### src/rtl/iot_pkg.sv
// Shared definitions for the IOT multiplexer: CPU major-state codes, field widths and FSM states.
// Latency: none (declarations only).
// Backpressure: none (declarations only).
package iot_pkg;

  localparam int WORD_W = 12;
  localparam int DEV_W  = 6;

  localparam logic [2:0] IOT_OP = 3'o6;

  // CPU major-state codes, shared with the CPU sequencer
  localparam logic [4:0] F1 = 5'b00001;
  localparam logic [4:0] F2 = 5'b00010;
  localparam logic [4:0] F3 = 5'b00100;

  typedef enum logic [1:0] {
    IDLE = 2'd0,
    WAIT = 2'd1,
    DONE = 2'd2
  } iot_fsm_t;

  // Width of a channel index; a single channel still needs one bit
  function automatic int sel_width(input int n);
    return (n > 1) ? $clog2(n) : 1;
  endfunction

endpackage

### src/rtl/iot_dev_decode.sv
// Priority matcher from the opcode/device field of an instruction to a channel index.
// Latency: purely combinational, zero cycles.
// Backpressure: none; the result is valid whenever the instruction is.
module iot_dev_decode
  import iot_pkg::*;
#(
  parameter int                     NDEV      = 4,
  parameter logic [NDEV*DEV_W-1:0]  DEV_CODES = '0,
  parameter int                     SEL_W     = 2
) (
  input  logic [0:8]       op_dev,
  output logic             iot,
  output logic             hit,
  output logic [SEL_W-1:0] sel
);

  logic [DEV_W-1:0] dev;
  logic             match;

  assign iot = (op_dev[0:2] == IOT_OP);
  assign dev = op_dev[3:8];
  assign hit = iot & match;

  // Scan from the top channel down so the lowest matching index is the last one written
  always_comb begin
    match = 1'b0;
    sel   = '0;
    for (int i = NDEV - 1; i >= 0; i--) begin
      if (DEV_CODES[i*DEV_W +: DEV_W] == dev) begin
        match = 1'b1;
        sel   = SEL_W'(i);
      end
    end
  end

endmodule

### src/rtl/iot_mux_n.sv
// IOT multiplexer: routes CPU IOT instructions to one of NDEV device channels and returns data/skip.
// Latency: strobe one cycle after F2 is seen; capture one cycle after the device reports ready.
// Backpressure: stall holds the CPU in F2 until ready or until TIMEOUT wait cycles have elapsed.
module iot_mux_n
  import iot_pkg::*;
#(
  parameter int                     NDEV      = 4,
  parameter logic [NDEV*DEV_W-1:0]  DEV_CODES = {6'o74, 6'o21, 6'o04, 6'o03},
  parameter int                     TIMEOUT   = 15,
  parameter int                     CNT_W     = 4
) (
  input  logic                     clk,
  input  logic                     reset,
  input  logic [4:0]               state,
  input  logic [0:WORD_W-1]        instruction,
  input  logic [WORD_W-1:0]        ac,
  input  logic [NDEV*WORD_W-1:0]   dev_data,
  input  logic [NDEV-1:0]          dev_skip,
  input  logic [NDEV-1:0]          dev_ready,
  input  logic                     timeout_clr,
  output logic [NDEV-1:0]          iot_strobe,
  output logic                     stall,
  output logic [WORD_W-1:0]        in_bus,
  output logic                     skip,
  output logic [WORD_W-1:0]        bus_display,
  output logic                     iot_timeout
);

  localparam int SEL_W = sel_width(NDEV);

  iot_fsm_t           fsm;
  logic [SEL_W-1:0]   sel;
  logic [SEL_W-1:0]   sel_q;
  logic [WORD_W-1:0]  lac;
  logic [CNT_W-1:0]   cnt;
  logic               iot;
  logic               hit;
  logic               is_f2;
  logic [NDEV-1:0]    strobe_onehot;
  logic [WORD_W-1:0]  sel_data;
  logic               sel_ready;
  logic               sel_skip;
  logic               read_pulse;
  logic               unused_instr_bits;

  iot_dev_decode #(
    .NDEV      (NDEV),
    .DEV_CODES (DEV_CODES),
    .SEL_W     (SEL_W)
  ) u_decode (
    .op_dev (instruction[0:8]),
    .iot    (iot),
    .hit    (hit),
    .sel    (sel)
  );

  assign is_f2      = (state == F2);
  assign read_pulse = instruction[10];
  // Bits 9 and 11 are device-private micro-op bits; only the read pulse matters here
  assign unused_instr_bits = instruction[9] ^ instruction[11];

  assign sel_data  = dev_data[sel_q*WORD_W +: WORD_W];
  assign sel_ready = dev_ready[sel_q];
  assign sel_skip  = dev_skip[sel_q];

  // Stall is raised in the very F2 cycle that decodes a hit, and is forced low while in reset
  assign stall = !reset && (((fsm == IDLE) && is_f2 && hit) || (fsm == WAIT));

  // One-hot strobe pattern for the channel being decoded this cycle
  always_comb begin
    strobe_onehot      = '0;
    strobe_onehot[sel] = 1'b1;
  end

  // Transaction FSM together with the wait counter and all registered outputs
  always_ff @(posedge clk) begin
    if (reset) begin
      fsm         <= IDLE;
      sel_q       <= '0;
      lac         <= '0;
      cnt         <= '0;
      in_bus      <= '0;
      skip        <= 1'b0;
      bus_display <= '0;
      iot_strobe  <= '0;
      iot_timeout <= 1'b0;
    end else begin
      iot_strobe <= '0;
      // A timeout set later in this block overrides a simultaneous clear
      if (timeout_clr) iot_timeout <= 1'b0;

      case (fsm)
        IDLE: begin
          if (is_f2 && hit) begin
            sel_q      <= sel;
            lac        <= ac;
            iot_strobe <= strobe_onehot;
            cnt        <= '0;
            fsm        <= WAIT;
          end else if (is_f2 && iot) begin
            in_bus <= '0;
            skip   <= 1'b0;
            fsm    <= DONE;
          end
        end
        WAIT: begin
          if (sel_ready) begin
            in_bus      <= sel_data;
            skip        <= sel_skip;
            bus_display <= read_pulse ? sel_data : lac;
            fsm         <= DONE;
          end else if (cnt == CNT_W'(TIMEOUT - 1)) begin
            in_bus      <= '0;
            skip        <= 1'b0;
            iot_timeout <= 1'b1;
            fsm         <= DONE;
          end else begin
            cnt <= cnt + 1'b1;
          end
        end
        DONE: begin
          // Wait for the CPU to leave F2 so the same instruction cannot fire twice
          if (!is_f2) fsm <= IDLE;
        end
        default: fsm <= IDLE;
      endcase

      // The returned word is only meaningful until the next fetch
      if (state == F1) begin
        in_bus <= '0;
        skip   <= 1'b0;
      end
    end
  end

endmodule

### config.mk
export PLATFORM = sky130hd
export DESIGN_NAME = iot_mux_n
export DESIGN_NICKNAME = d
export VERILOG_FILES = /design/src/rtl/iot_pkg.sv /design/src/rtl/iot_dev_decode.sv /design/src/rtl/iot_mux_n.sv
export SDC_FILE = /design/constraint.sdc
export NUM_CORES = 1
export LEC_CHECK = 0
export CORE_ASPECT_RATIO = 0.8
export CORE_MARGIN = 5
export CORE_UTILIZATION = 35
export CTS_CLUSTER_DIAMETER = 150
export DETAILED_ROUTE_END_ITERATION = 10
export DONT_BUFFER_PORTS = 1
export HOLD_SLACK_MARGIN = 0.12
export PLACE_DENSITY = 0.59
export SLEW_MARGIN = 20
export SYNTH_ARGS = -nofsm -noshare
export SYNTH_HDL_FRONTEND = slang
export SYNTH_HIERARCHICAL = 1
export SYNTH_SLANG_ARGS = --single-unit
export TNS_END_PERCENT = 30
### constraint.sdc
create_clock -name clk -period 3.6 [get_ports clk]
set_input_delay 0.36 -clock clk [delete_from_list [all_inputs] [get_ports clk]]
set_output_delay 0.36 -clock clk [all_outputs]
set_load 0.01 [all_outputs]
run_1/io_fan.png
The bar under the picture is 20 µm long.
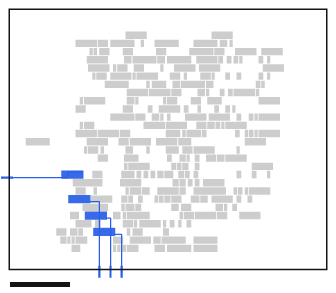
Key: blue = `iot_strobe` [bits 4, direction output, end cells 4, wire 81.9 µm]

run_1/flops_by_reg.png
Other sequential cells in the stronger gray, the rest of the logic in the fainter gray.
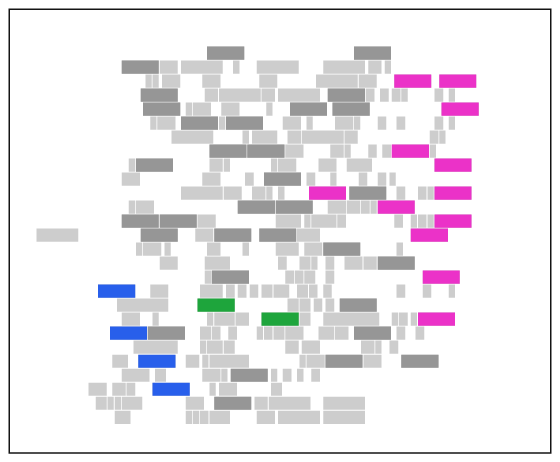
Key: green = `fsm` [flops 2]; blue = `iot_strobe` [flops 4, where south-west]; magenta = `in_bus` [flops 12]

==> flow_metrics.tcl, run 1 <==
# place-and-route summary
set metrics [dict create \
    status "complete, no violations" \
    synth_top_flop_cell "dfxtp_1" \
    ys_types 40 \
    grt_overflow 0 \
    clkTransAtPathRegs_ns 0.09 \
    tightest_slew_ns 0.751 \
    grt_max_degree 38 \
    hp-class "input port to register" \
    synth_flops 50 \
    viasPerCell 5.50 \
    maxCapViolations 0 \
    netlist.top_cell.by_area "dfxtp_1" \
    met1_usage 0.198 \
    power.leakage_nw 0.970 \
    worstPathArrival_ns 2.57 \
    fa_ha_area_frac 0.00994 \
    setup_viol 0 \
    grt_pass1_wl_um 10600 \
    hp-start "reset" \
    vias 1855 \
    initCoreUtil 0.362 \
    final_hold_viol_count 0 \
    synthSimpleGateAreaFrac 0.203 \
    cts-buffers-inserted 5 \
    cts_tree "built" \
    cp-start-kind "input port" \
    fin_util 0.391 \
    reg2reg_from "cnt[0]" \
    grt_use_total 0.149 \
    initialDrtViolationCount 104 \
    dpl.hpwl_um 5250 \
    area_leaders "dfxtp_1 (40%), mux4_2 (13%), mux2i_1 (10%)" \
    min_period_ns 2.93 \
    warnings 29 \
    top_cell_area_share 0.397 \
    drc 0 \
    ys_cells 251 \
    compound_area_frac 0.107 \
    wl_per_cell_um 21.3 \
    gp_routability_congestion 0.737 \
    critical-path-top-delay-family "AND-OR/OR-AND gates" \
    use_met3 0.0609 \
    antenna_cells 0 \
    path_class "input port to output port" \
    fin_setup_tns_ns 0 \
    synthXorXnorAreaFrac 0.00348 \
    cts_num_sinks 50 \
    synth_nets 341 \
    grt_use_met2 0.226 \
    cp_num_buf_inv 0 \
    syn_inst 251 \
    cts_root_buf "clkbuf_8" \
    ir_drop_uv 142 \
    relSlewSlack 0.497 \
    fin_crit_sh 0.813 \
    cp-startpoint "instruction[4]" \
    syn_to_final_growth_pct 8.05 \
    portBuffers 0 \
    ant_nets 0 \
    busiest_layer "met2" \
    nFillCells 677 \
    final_layout_size_suffix_gt1_frac 0.132 \
    core-area_um2 6960 \
    ys_top_logic_family "multiplexers" \
    grt_pass1_vias 1777 \
    htree_num_levels 2 \
    ys_seq_frac 0.397 \
    synth_warnings 6 \
    cp-end-kind "output port" \
    skew_ns 0.00514 \
    fmax_ghz 0.342 \
    critPathMaxStageDelay_ns 0.63 \
    cp_max_fo 24 \
    nets 339 \
    mux_share 0.229 \
    final_max_slew_viol_count 0 \
    syn_area_per_cell_um2 10.0 \
    slowest_stage "or4_4" \
    syn_area_um2 2520 \
    power_density_nw_per_um2 366 \
    ys_area_um2 2520 \
    rsz0062_at_grt "false" \
    die_y_um 85.9 \
    clk_latency_ns 0.29 \
    synth-edff-count 0 \
    firstDrtPassIters 4 \
    clockBufferDepth 2 \
    die_x_um 105 \
    cts_resized 0 \
    cp.required_ns 3.24 \
    placedCellCount 323 \
    drt-total-wl_um 7180 \
    fp.dieArea_um2 9000 \
    worstPathCellList "or3_4 > a2111oi_4 > o21a_1 > nand2b_1 > or4_4 > a21oi_1" \
    antenna_found_initial 1 \
    synth-async-reset-ratio 0 \
    ios 119 \
]
run_1/placement.png
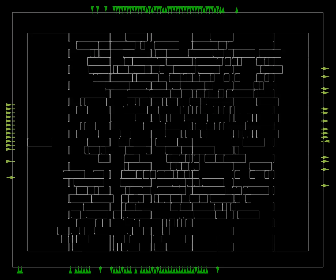
Non-Filler Instances: 337
flop share of the area: 0.368
Rows: 27
seq_cells: 50
Tap Cells: 87

[run 1: power by group]
part	total [mW]	internal, mW	switching (mW)
clock	0.387	0.208	0.179
combinational	0.0552	0.0273	0.0278
sequential	0.553	0.553	0.0000567
[run 1: registers in the layout (all words and copies together) (netlist names), 2 cells and up]
register,flops
fsm,2
iot_strobe,4
bus_display,12
cnt,4
lac,12
in_bus,12
sel_q,2
[run 1: worst paths after layout]
path / to / depth (start not counted) / slack, ns
worst max-delay path: stall / 6 / 0.67
worst min-delay path: bus_display[3] / 1 / 0.13
worst max register to register: skip / 6 / 1.75
worst min register to register: lac[5] / 2 / 0.50
[run 1: synth_stat cells (3+ instances only)]
master	number
nor2_1	33
a21oi_1	7
o21ai_1	3
nor2b_1	3
mux2i_1	26
a211oi_1	12
mux4_2	14
inv_1	3
o21ai_0	12
nor3_1	5
dfxtp_1	50
nand3_1	19
buf_2	5
nand2_1	16
nand2b_1	4
clkbuf_1	8
[run 1: cell families (layout without fill, tap and decap cells)]
| logic type | Yosys count | after routing |
|---|---|---|
| and+or+nand+nor | 97 | 97 |
| AOI/OAI and AO/OA | 40 | 40 |
| muxes | 40 | 40 |
| buffers and inverters | 21 | 20 |
| DFF | 50 | 50 |
| xor gates and xnor gates | 1 | 1 |
| adders and majority gates | 2 | 2 |
[run 1: cell usage in the layout, fill, tap and decap left out, types with 4 or more instances in the layout]
master	instances
dfxtp_1	50
nor2_1	33
mux2i_1	26
nand3_1	19
nand2_1	16
mux4_2	14
o21ai_0	12
a211oi_1	12
a21oi_1	7
dlygate4sd3_1	6
clkbuf_8	5
nand2b_1	4
nor3_1	4
[run 1: per-stage QoR]
step | hold WS, ns | worst slack [ns] | power [mW] | instance area [µm²]
2_1_floorplan | 0.463 | 0.834 | 0.608 | 2520
3_3_place_gp | 0.431 | 0.680 | 0.606 | 2540
3_5_place_dp | 0.431 | 0.668 | 0.607 | 2550
4_1_cts | 0.121 | 0.669 | 0.998 | 2680
5_1_grt | 0.120 | 0.600 | 1.04 | 2720
6_report | 0.132 | 0.674 | 0.995 | 2720
[run 1: per-layer routing]
layer / routed length [µm] / share of wire
met5: 11 / 0.0015
met4: 95 / 0.013
met1: 3100 / 0.43
met2: 3380 / 0.47
met3: 596 / 0.083
[run 1: final cells by class]
type / count / area, µm² / area share
Clock buffer: 7 / 76.3 / 0.0280
Clock inverter: 1 / 30.0 / 0.0110
Inverter: 3 / 11.3 / 0.00414
Multi-Input combinational cell: 180 / 1410 / 0.519
Sequential cell: 50 / 1000 / 0.368
Tap cell: 87 / 109 / 0.0400
Timing Repair Buffer: 9 / 82.6 / 0.0303
[run 1: timing repair]
| action | in CTS | in global routing |
|---|---|---|
| buffers inserted | 0 | 0 |
| hold endpoints to repair | 10 | 9 |
| hold buffers | 3 | 3 |
| endpoints found under the setup margin | 0 | 0 |
run_1/layer_met2.png
The bar under the picture is 20 µm long.
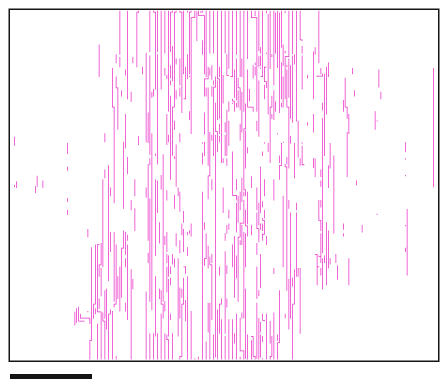

==> run 2: changes to the inputs <==
clock period = 2.9 ns   (was 3.6 ns; I/O delays follow)
run_2/layer_met2.png
The bar under the picture is 20 µm long.
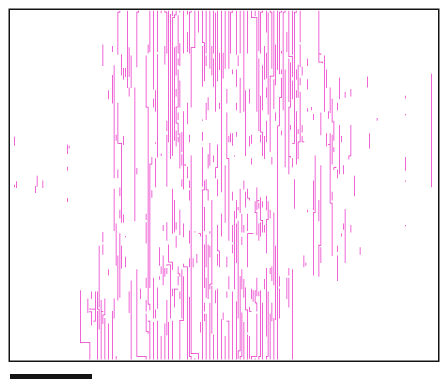
267 nets have wire on it. The layer carries 3240 µm of wire. The layer holds 48% of the routed length.

run_2/placement.png
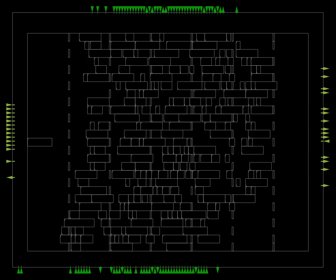
FILL cells: 696
Non-Filler Instances: 335
core box area: 6960 µm²
flop share of the area: 0.369
Util after Layout: 0.390

run_2/flops_by_reg.png
Other sequential cells in the stronger gray, the rest of the logic in the fainter gray.
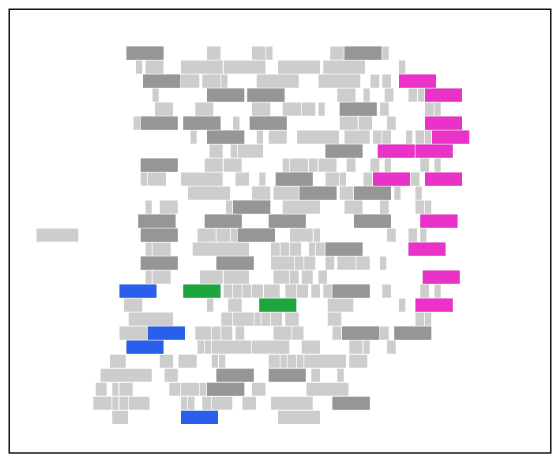
Key: blue = `iot_strobe` [flops 4, where south-west]; magenta = `in_bus` [flops 12]; green = `fsm` [flops 2]
Another 32 sequential cells are not colored.

==> run 2 against run 1 <==
Register-to-register slack worse by 0.69 ns. Hold slack worse by 0.0039 ns. Non-clock buffer count is 3 lower. Critical path depth stayed put. Utilization is 0.090 points lower. Global-route usage is 0.20 points lower. Area after synthesis stayed put. Die size stayed put. Power is 25% higher.
==> flow_metrics.tcl, run 2 <==
# place-and-route summary
set metrics [dict create \
    worstPathCellList "or3_4 > a2111oi_4 > o21a_1 > nand2b_1 > or4_4 > a21oi_1" \
    cp.required_ns 2.61 \
    final_max_slew_viol_count 0 \
    ys_cells 251 \
    grt_use_total 0.147 \
    tightest_slew_ns 0.684 \
    worstPathArrival_ns 2.16 \
    cp_max_fo 9 \
    cp_num_buf_inv 0 \
    die_y_um 85.9 \
    netlist.top_cell.by_area "dfxtp_1" \
    die_x_um 105 \
    grt_pass1_vias 1836 \
    synth-async-reset-ratio 0 \
    reg2reg_from "sel_q[0]" \
    layout_top_cell "dfxtp_1" \
    cts_resized 0 \
    grt_overflow 0 \
    clk_latency_ns 0.30 \
    fin_crit_sh 0.845 \
    hold_end "lac[8]" \
    min_period_ns 2.45 \
    ys_area_um2 2520 \
    reg2reg_slack_ns 1.06 \
    syn_inst 251 \
    top_cell_area_share 0.397 \
    portBuffers 0 \
    area_leaders "dfxtp_1 (40%), mux4_2 (13%), mux2i_1 (10%)" \
    power_density_nw_per_um2 457 \
    fmax_ghz 0.408 \
    drc 0 \
    ios 119 \
    status "complete, no violations" \
    ys_seq_frac 0.397 \
    vias 1800 \
    final_layout_size_suffix_gt1_frac 0.150 \
    dpl.hpwl_um 5280 \
    path_class "input port to output port" \
    common_cells "dfxtp_1 (50), nor2_1 (33), mux2i_1 (26)" \
    synth_flops 50 \
    cp-start-kind "input port" \
    cts_root_buf "clkbuf_8" \
    gp_routability_congestion 0.737 \
    fin_setup_tns_ns 0 \
    top_cell "dfxtp_1" \
    fp.dieArea_um2 9000 \
    clockBufferDepth 2 \
    synth-edff-count 0 \
    power.leakage_nw 0.965 \
    setup_viol 0 \
    slowest_stage "or4_4" \
    synth_warnings 6 \
    ys_types 40 \
    viasPerCell 5.37 \
    placedCellCount 325 \
    firstDrtPassIters 4 \
    drt-total-wl_um 6720 \
    rr_endpoint "bus_display[7]" \
    critical-path-top-delay-family "simple AND/OR/NAND/NOR gates" \
    nets 336 \
    seq_area_um2 1000 \
    maxCapViolations 0 \
    syn_to_final_growth_pct 7.80 \
    initCoreUtil 0.362 \
    largestRegisters "bus_display: 12 flops, in_bus: 12 flops, lac: 12 flops" \
    warnings 29 \
    min_path_cells 2 \
    logic_area_um2 1410 \
    cts_tree "built" \
    timing.hold.ws_ns 0.128 \
    grt_max_degree 38 \
    ir_drop_uv 166 \
    synth_nets 341 \
    syn_area_um2 2520 \
    reg2regPathDepth 5 \
    synth_top_flop_cell "dfxtp_1" \
    syn_area_per_cell_um2 10.0 \
    wl_per_cell_um 20.1 \
    cts_num_sinks 50 \
    critPathMaxStageDelay_ns 0.52 \
    skew_ns 0.00878 \
    htree_num_levels 2 \
    rsz0062_at_grt "false" \
    grt_pass1_wl_um 10400 \
    initialDrtViolationCount 72 \
    final_hold_viol_count 0 \
    hp-class "input port to register" \
    row_count 27 \
    relSlewSlack 0.541 \
    ant_nets 0 \
]
==> run 2: cell count changes in the layout (fill, tap and decap cells not counted) <==
cell           change
dlygate4sd3_1      -6
buf_12             +2
buf_4              +1
clkbuf_1           -1
clkinvlp_4         +1
diode_2            +1
==> run 2: power by group <==
group | internal (mW) | switching (mW)
sequential | 0.686 | 0.0000697
clock | 0.258 | 0.234
combinational | 0.0316 | 0.0317
==> run 2: logic make-up after synthesis <==
logic type,Yosys count,share of synthesized area
simple gates,97,0.203
flops,50,0.397
compound gates,40,0.107
mux,40,0.229
buf+inv,21,0.0512
fa+ha+maj,2,0.00993
xor+xnor,1,0.00348
==> run 2: how the worst max path moves through the flow <==
| stage | from | to | slack, ns | cells past startpoint |
|---|---|---|---|---|
| CTS | instruction[4] | stall | 0.45 | 6 |
| global route | instruction[4] | stall | 0.39 | 6 |
| finish | instruction[4] | stall | 0.45 | 6 |
| floorplan | instruction[4] | stall | 0.27 | 8 |
| global placement | instruction[4] | lac[5] | 0.45 | 8 |
| detailed placement | instruction[4] | lac[5] | 0.44 | 8 |
==> run 2: metal layers <==
metal	up-vias	GRT usage	routed length [µm]
met5	-	0	19
met1	830	0.175	2760
met4	4	0.0430	117
met3	11	0.0655	593
li1	909	-	-
met2	46	0.241	3240
==> run 2: through the flow <==
stage / area (µm²) / setup slack (ns) / util / power, mW
CTS: 2700 / 0.452 / 0.389 / 1.25
finish: 2720 / 0.449 / 0.390 / 1.24
detailed placement: 2570 / 0.437 / 0.370 / 0.753
floorplan: 2520 / 0.274 / - / 0.755
global placement: 2570 / 0.452 / 0.369 / 0.753
global route: 2720 / 0.388 / 0.390 / 1.28
==> run 2: cell type report <==
type / instances / area share
clock buffers: 6 / 0.0267
clock inverters: 2 / 0.0138
inverters: 3 / 0.00415
diodes: 1 / 0.000922
multi-input cells: 180 / 0.520
flip-flops and latches: 50 / 0.369
well taps: 87 / 0.0401
repair buffers: 6 / 0.0258
==> run 2: worst register-to-register path, delay by kind of cell, from the launching register on <==
kind	cells	cell delay, ns
simple gates	2	0.56
buf+inv	1	0.24
compound gates	1	0.23
flops	1	0.33
mux	1	0.41
==> run 2: timing repair <==
action,CTS,global route
hold buffers,1,0
buffers inserted,0,0
endpoints found under the hold margin,37,0
Power and IR drop assume default switching activity.
